Fig. 1: M1 wires
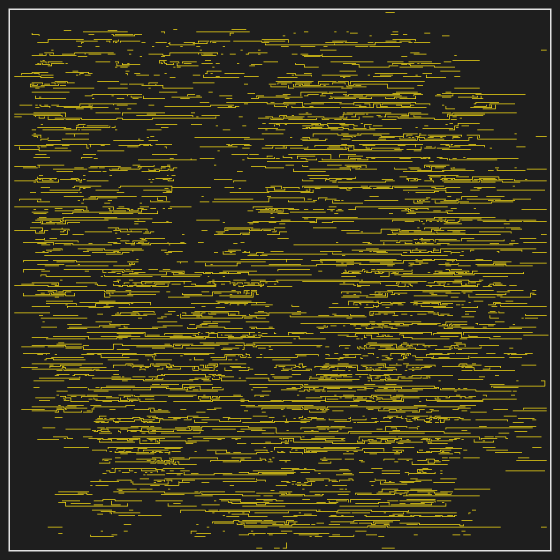
Fig. 2: signal wires on met3
The bar under the picture is 50 microns long.
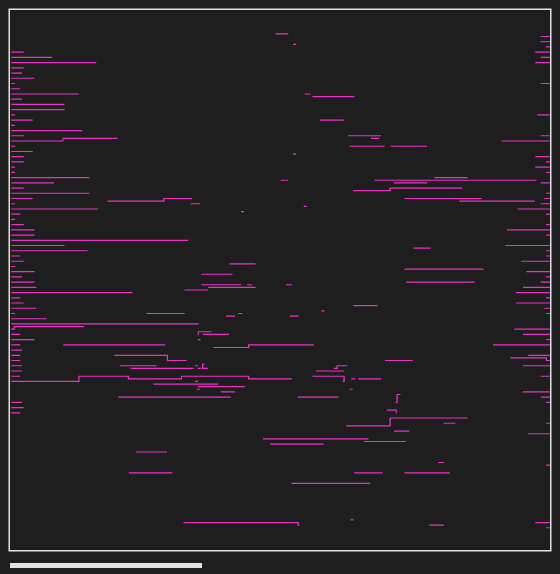
Fig. 3: clock nets
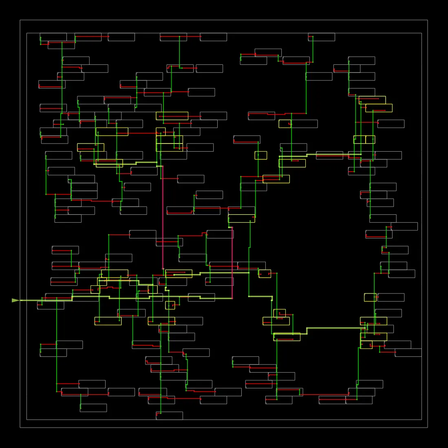
## config.mk

```make
export PLATFORM = sky130hd
export DESIGN_NAME = rgb2gray_frame_seq
export DESIGN_NICKNAME = d
export VERILOG_FILES = /design/src/rtl/rgb2gray_pkg.sv /design/src/rtl/rgb2gray_seq_timeout.sv /design/src/rtl/rgb2gray_frame_seq.sv
export SDC_FILE = /design/constraint.sdc
export NUM_CORES = 1
export LEC_CHECK = 0
export CAP_MARGIN = 15
export CORE_MARGIN = 2
export CORE_UTILIZATION = 45
export DETAILED_ROUTE_END_ITERATION = 8
export PLACE_DENSITY = 0.74
export SETUP_SLACK_MARGIN = 0.3
export SLEW_MARGIN = 15
export SYNTH_ARGS = -nofsm -noshare
export SYNTH_HDL_FRONTEND = slang
export SYNTH_SLANG_ARGS = --single-unit
```

## constraint.sdc

```tcl
create_clock -name clk_i -period 2.7 [get_ports clk_i]
set_clock_uncertainty 0.15 [all_clocks]
set_input_delay 0.405 -clock clk_i [delete_from_list [all_inputs] [get_ports clk_i]]
set_output_delay 0.405 -clock clk_i [all_outputs]
set_load 0.02 [all_outputs]
```

## src/rtl/rgb2gray_pkg.sv

```systemverilog
// Shared definitions for the RGB-to-gray frame sequencer.
//   state_e     : sequencer FSM state encoding
//   WORD_STRIDE : byte distance between consecutive pixel words
//   TMO_CYC_DEF : default engine-response watchdog length in cycles
package rgb2gray_pkg;

  typedef enum logic [2:0] {
    ST_IDLE    = 3'd0,
    ST_RD_REQ  = 3'd1,
    ST_RD_WAIT = 3'd2,
    ST_CONV    = 3'd3,
    ST_WR      = 3'd4,
    ST_FIN     = 3'd5
  } state_e;

  localparam int WORD_STRIDE = 4;
  localparam int TMO_CYC_DEF = 15;

endpackage

```

## src/rtl/rgb2gray_seq_timeout.sv

```systemverilog
// Engine watchdog: a down-counter reloaded on each engine start.
//   clk_i, rst_i : clock, async active-low reset
//   load_i       : reload the counter with TMO_CYC
//   en_i         : count down one step per cycle (saturates at 0)
//   expired_o    : counter has reached 0
module rgb2gray_seq_timeout
  import rgb2gray_pkg::*;
#(
  parameter int TMO_CYC = TMO_CYC_DEF
) (
  input  logic clk_i,
  input  logic rst_i,
  input  logic load_i,
  input  logic en_i,
  output logic expired_o
);

  localparam int CW = $clog2(TMO_CYC + 1);

  logic [CW-1:0] cnt_q, cnt_d;

  always_comb begin
    cnt_d = cnt_q;
    if (load_i)                  cnt_d = CW'(TMO_CYC);
    else if (en_i && cnt_q != '0) cnt_d = cnt_q - CW'(1);
  end

  always_ff @(posedge clk_i or negedge rst_i) begin
    if (!rst_i) cnt_q <= '0;
    else        cnt_q <= cnt_d;
  end

  // Loaded on the engine-start cycle, so 0 is reached in the TMO_CYC-th
  // waiting cycle after the start pulse.
  assign expired_o = (cnt_q == '0);

endmodule

```

## src/rtl/rgb2gray_frame_seq.sv

```systemverilog
// Frame sequencer: for each pixel, read an RGB word over Avalon-MM, hand it
// to an external Rgb2Gray engine, and write the gray result back.
//   clk_i, rst_i          : clock, async active-low reset
//   start_i, src/dst/npix : job launch and parameters
//   busy_o, done_o, err_o : job status (err_o sticky engine timeout)
//   avm_*                 : Avalon-MM master (one outstanding read max)
//   eng_*                 : engine handshake (start pulse / valid strobe)
module rgb2gray_frame_seq
  import rgb2gray_pkg::*;
#(
  parameter int ADDR_W  = 32,
  parameter int CNT_W   = 16,
  parameter int TMO_CYC = TMO_CYC_DEF
) (
  input  logic              clk_i,
  input  logic              rst_i,
  input  logic              start_i,
  input  logic [ADDR_W-1:0] src_addr_i,
  input  logic [ADDR_W-1:0] dst_addr_i,
  input  logic [CNT_W-1:0]  npix_i,
  output logic              busy_o,
  output logic              done_o,
  output logic              err_o,
  output logic [ADDR_W-1:0] avm_address_o,
  output logic              avm_read_o,
  output logic              avm_write_o,
  output logic [31:0]       avm_writedata_o,
  input  logic [31:0]       avm_readdata_i,
  input  logic              avm_waitrequest_i,
  input  logic              avm_readdatavalid_i,
  output logic              eng_start_o,
  output logic [23:0]       eng_rgb_o,
  input  logic              eng_valid_i,
  input  logic [7:0]        eng_gray_i
);

  state_e            state_q, state_d;
  logic [ADDR_W-1:0] src_q, src_d, dst_q, dst_d;
  logic [CNT_W-1:0]  npix_q, npix_d, idx_q, idx_d;
  logic [23:0]       pix_q, pix_d;
  logic [7:0]        gray_q, gray_d;
  logic              err_q, err_d;
  logic              eng_start_q, eng_start_d;

  logic              rd_ack, wr_ack, rd_cap, last_pix, tmo_expired;
  logic [ADDR_W-1:0] offset;

  assign rd_ack   = (state_q == ST_RD_REQ) && !avm_waitrequest_i;
  assign wr_ack   = (state_q == ST_WR) && !avm_waitrequest_i;
  // Read data is only meaningful while a read is outstanding.
  assign rd_cap   = (state_q == ST_RD_WAIT) && avm_readdatavalid_i;
  assign last_pix = (idx_q + CNT_W'(1)) == npix_q;
  // Wraps modulo 2^ADDR_W by truncation.
  assign offset   = ADDR_W'(idx_q) * ADDR_W'(WORD_STRIDE);

  rgb2gray_seq_timeout #(.TMO_CYC(TMO_CYC)) u_tmo (
    .clk_i     (clk_i),
    .rst_i     (rst_i),
    .load_i    (rd_cap),
    .en_i      (state_q == ST_CONV),
    .expired_o (tmo_expired)
  );

  // State register
  always_ff @(posedge clk_i or negedge rst_i) begin
    if (!rst_i) state_q <= ST_IDLE;
    else        state_q <= state_d;
  end

  // Next-state logic
  always_comb begin
    state_d = state_q;
    unique case (state_q)
      ST_IDLE:    if (start_i) state_d = (npix_i != '0) ? ST_RD_REQ : ST_FIN;
      ST_RD_REQ:  if (rd_ack) state_d = ST_RD_WAIT;
      ST_RD_WAIT: if (rd_cap) state_d = ST_CONV;
      ST_CONV:    if (eng_valid_i || tmo_expired) state_d = ST_WR;
      ST_WR:      if (wr_ack) state_d = last_pix ? ST_FIN : ST_RD_REQ;
      ST_FIN:     state_d = ST_IDLE;
      default:    state_d = ST_IDLE;
    endcase
  end

  // Outputs
  always_comb begin
    busy_o          = (state_q != ST_IDLE);
    done_o          = (state_q == ST_FIN);
    avm_read_o      = (state_q == ST_RD_REQ);
    avm_write_o     = (state_q == ST_WR);
    avm_address_o   = '0;
    avm_writedata_o = '0;
    if (state_q == ST_RD_REQ) avm_address_o = src_q + offset;
    if (state_q == ST_WR) begin
      avm_address_o   = dst_q + offset;
      avm_writedata_o = {24'h0, gray_q};
    end
    eng_start_o = eng_start_q;
    eng_rgb_o   = pix_q;
    err_o       = err_q;
  end

  // Datapath next-state
  always_comb begin
    src_d       = src_q;
    dst_d       = dst_q;
    npix_d      = npix_q;
    idx_d       = idx_q;
    pix_d       = pix_q;
    gray_d      = gray_q;
    err_d       = err_q;
    // Registered so the pulse coincides with pix_q holding the new pixel.
    eng_start_d = rd_cap;
    unique case (state_q)
      ST_IDLE:
        if (start_i && npix_i != '0) begin
          src_d  = src_addr_i;
          dst_d  = dst_addr_i;
          npix_d = npix_i;
          idx_d  = '0;
          err_d  = 1'b0;
        end
      ST_RD_WAIT: if (rd_cap) pix_d = avm_readdata_i[23:0];
      ST_CONV:
        // A result arriving in the expiry cycle still wins.
        if (eng_valid_i) gray_d = eng_gray_i;
        else if (tmo_expired) begin
          gray_d = 8'h00;
          err_d  = 1'b1;
        end
      ST_WR:   if (wr_ack) idx_d = idx_q + CNT_W'(1);
      default: ;
    endcase
  end

  always_ff @(posedge clk_i or negedge rst_i) begin
    if (!rst_i) begin
      src_q       <= '0;
      dst_q       <= '0;
      npix_q      <= '0;
      idx_q       <= '0;
      pix_q       <= '0;
      gray_q      <= '0;
      err_q       <= 1'b0;
      eng_start_q <= 1'b0;
    end else begin
      src_q       <= src_d;
      dst_q       <= dst_d;
      npix_q      <= npix_d;
      idx_q       <= idx_d;
      pix_q       <= pix_d;
      gray_q      <= gray_d;
      err_q       <= err_d;
      eng_start_q <= eng_start_d;
    end
  end

endmodule

```

==> results.txt <==
Reports from this run.

- The script extracted a net switching power of 0.005024 W.
- The checks that failed: negative setup slack.
- The number of cells produced by synthesis is 860.
- The sink of the worst hold path is eng_rgb_o[19].
- The via count of the first global-routing pass reads 8000.
- The total of hold buffers inserted after clock tree synthesis is 1.
- The number of gates resized after cts is 261.
- Of the total standard cell area in the layout, the multi-input combinational portion is 0.4230.
- The power of the clock network is 0.00249 W.
- The sequential share of the synthesized area reads 0.4088.
- The peak fanout along the critical path reads 7.
- In the power breakdown, the biggest contributor is combinational logic.
- The global-route wire length before repair is 40.81 mm.
- The post-route minimum period reads 3424 ps.
- The detail-routed net length per standard cell is 18.19 microns.
- The maximum clock frequency is 0.2920 GHz.
- In this run, the synthesized area fraction spent on adder and majority cells is recorded as 0.05551.
- The number of cell instances after yosys synthesis reads 860.
- The family with the most delay on the worst path reads simple AND/OR/NAND/NOR gates.
- The worst setup path is launched from a flop.
- The flow ran to the end, but the final reports show violations.
- Tracing the worst setup path back leads to its startpoint at idx_q[0].
- The number of hold violations in the final report is 0.
- STA classifies the critical path endpoint as a primary output.
- The global route total overflow is 0.
- The final worst-path setup slack is -724.4 ps.
- The critical register-to-register path startpoint reads idx_q[1].
- The count of sequential standard cells is 137.
- The sequential share of power reads 0.287.
- The iteration tally of the first detailed-router pass reads 5.
- The largest stage delay on the critical path is 530 ps.
- The final critical-path share of the clock period is 1.268.
- Of the total power, the share spent switching nets is 0.3922.
- In this run the static leakage power is 5.904 nW.
- The end of the critical path reads avm_address_o[20].
- The most used standard cell by instance count after synthesis reads sky130_fd_sc_hd__dfrtp_1.
- Per the final report, the share of cell area in clock cells is 0.04627.
- The primary flip-flop cell chosen by synthesis mapping reads sky130_fd_sc_hd__dfrtp_1.
- The area of all sequential standard cells is 0.003443 sq mm.
- The start point of the worst hold path reads eng_rgb_o[19].
- Walking the worst path, the cells encountered are ha_4, inv_2, fa_2, nand2b_4, a21o_1, a31oi_4, or4_4, nand4_1, xor2_1, o22ai_2, buf_6.
- The total of endpoints with negative setup slack in the final report reads 26.
- The number of non-clock inverters in the layout is 21.
- The cell chosen for the clock root reads sky130_fd_sc_hd__clkbuf_16.
- The worst hold-check path type reads reg2reg.
- The endpoint of the lowest-slack register-to-register path is state_q[2].
- STA puts the critical path data required time at 2140 ps.
- The number of cells on the worst reg-to-reg path is 11.
- The horizontal die dimension reported for this design is 140.5 microns.
- The clock tree synthesis step divided the H-tree into 4 levels.
- The number of multi-input combinational cells in the layout reads 669.
- Of the total synthesized cell area, the portion taken by AND, OR, NAND and NOR gates is 0.1540.
- The HPWL reported at the end of detailed placement is 18.21 mm.
- The TritonCTS clock tree is yes.
- The number of cells after detailed placement is 1380.
- The critical path start-end classification is reg2out.
- The critical path arrival is 2870 ps.
- The combinational power reads 0.00664 W.
- The power density over the cells reads 960.9 mW/mm^2.
- The number of instances on the worst hold path is 2.
- The count of boundary I/O pins reads 220.
- The antenna violation net count after detailed routing reads 0.
- The total number of nets in the final design reads 1363.
- The effective utilization at floorplan reads 0.4621.
- At the pin with the least slew margin, the transition time is 612.4 ps.
- Counting flops with an async set or reset pin after synthesis yields a share of 1.000.
- Registers represent a cell area share of 0.2583.
- The area share of the largest cell type after synthesis reads 0.4088.
- For reference, the final report shows the max-slew violation count at 0.
- Setup repair after global routing could not meet its margin everywhere.
- The share of layout cells above drive strength 1 is 0.3937.
- By area the synthesized netlist is led by sky130_fd_sc_hd__dfrtp_1 41%, sky130_fd_sc_hd__mux2_2 11%, sky130_fd_sc_hd__nand2_1 5.1%, sky130_fd_sc_hd__ha_1 5.1%, sky130_fd_sc_hd__xor2_1 4.6%.
- The number of enable flip-flop cells is 0.
- The yosys synthesis warning count reads 0.
- For this run, the detailed router reports a per-instance via density of 5.430.
- The slack of the worst reg-to-reg path is 130 ps.
- The biggest area consumer among cell classes is multi-input combinational cells.
- Sorting the synthesized cells by how often they occur yields 137 x sky130_fd_sc_hd__dfrtp_1, 115 x sky130_fd_sc_hd__nand2_1, 80 x sky130_fd_sc_hd__mux2_2, 50 x sky130_fd_sc_hd__o21ai_0, 44 x sky130_fd_sc_hd__xor2_1.
- The total die size reads 0.01974 sq mm.
- After synthesis the netlist holds a flip-flop and latch count of 137.
- The clock-pin slew reported for the worst setup and hold paths after clock tree synthesis is 70 ps.
- After the flow finishes, the layout carries non-filler instances totaling 1443.
- Relative to the synthesized area, the layout overhead comes to 59.00%.
- The DRC violation count after routing is 0.
About Fig. 1:
wire length on this layer = 11500 microns
longest straight run = 38.2 microns
nets with wire on the layer = 1218
main direction = horizontal
GR met1 Demand/Resource: 0.3359
total wirelength of the detailed-routed design: 26.25 mm
via count: 7835

About Fig. 2:
share of all routed wire = 5.8%
wire length on this layer = 1510 microns
main direction = horizontal
nets with wire on the layer = 171

About Fig. 3:
Clock Sink Count: 137
number of buffers added by the clock tree synthesis step: 17
Clock Buffer Count: 17
Insertion Delay late pin: 420 ps

==> through the flow <==
stage | util | total power [W] | TNS [ps]
3_3_place_gp | 0.6471 | 0.009527 | -14500
6_report | 0.7347 | 0.01281 | -14840
5_1_grt | 0.7347 | 0.01355 | -17430
3_5_place_dp | 0.6471 | 0.009694 | -14860
2_1_floorplan | - | 0.007177 | -592.4
4_1_cts | 0.7084 | 0.01250 | -15010
==> per-layer routing <==
metal | track usage | part of all wire | wire, microns | vias up
met1 | 0.3359 | 0.44 | 11500 | 3836
li1 | - | - | - | 3714
met3 | 0.06906 | 0.058 | 1510 | 30
met5 | 0 | 0.00050 | 13 | -
met4 | 0.06474 | 0.013 | 344 | 2
met2 | 0.4340 | 0.49 | 12880 | 253
No activity file was given, so power comes from the tool's default toggle rates.
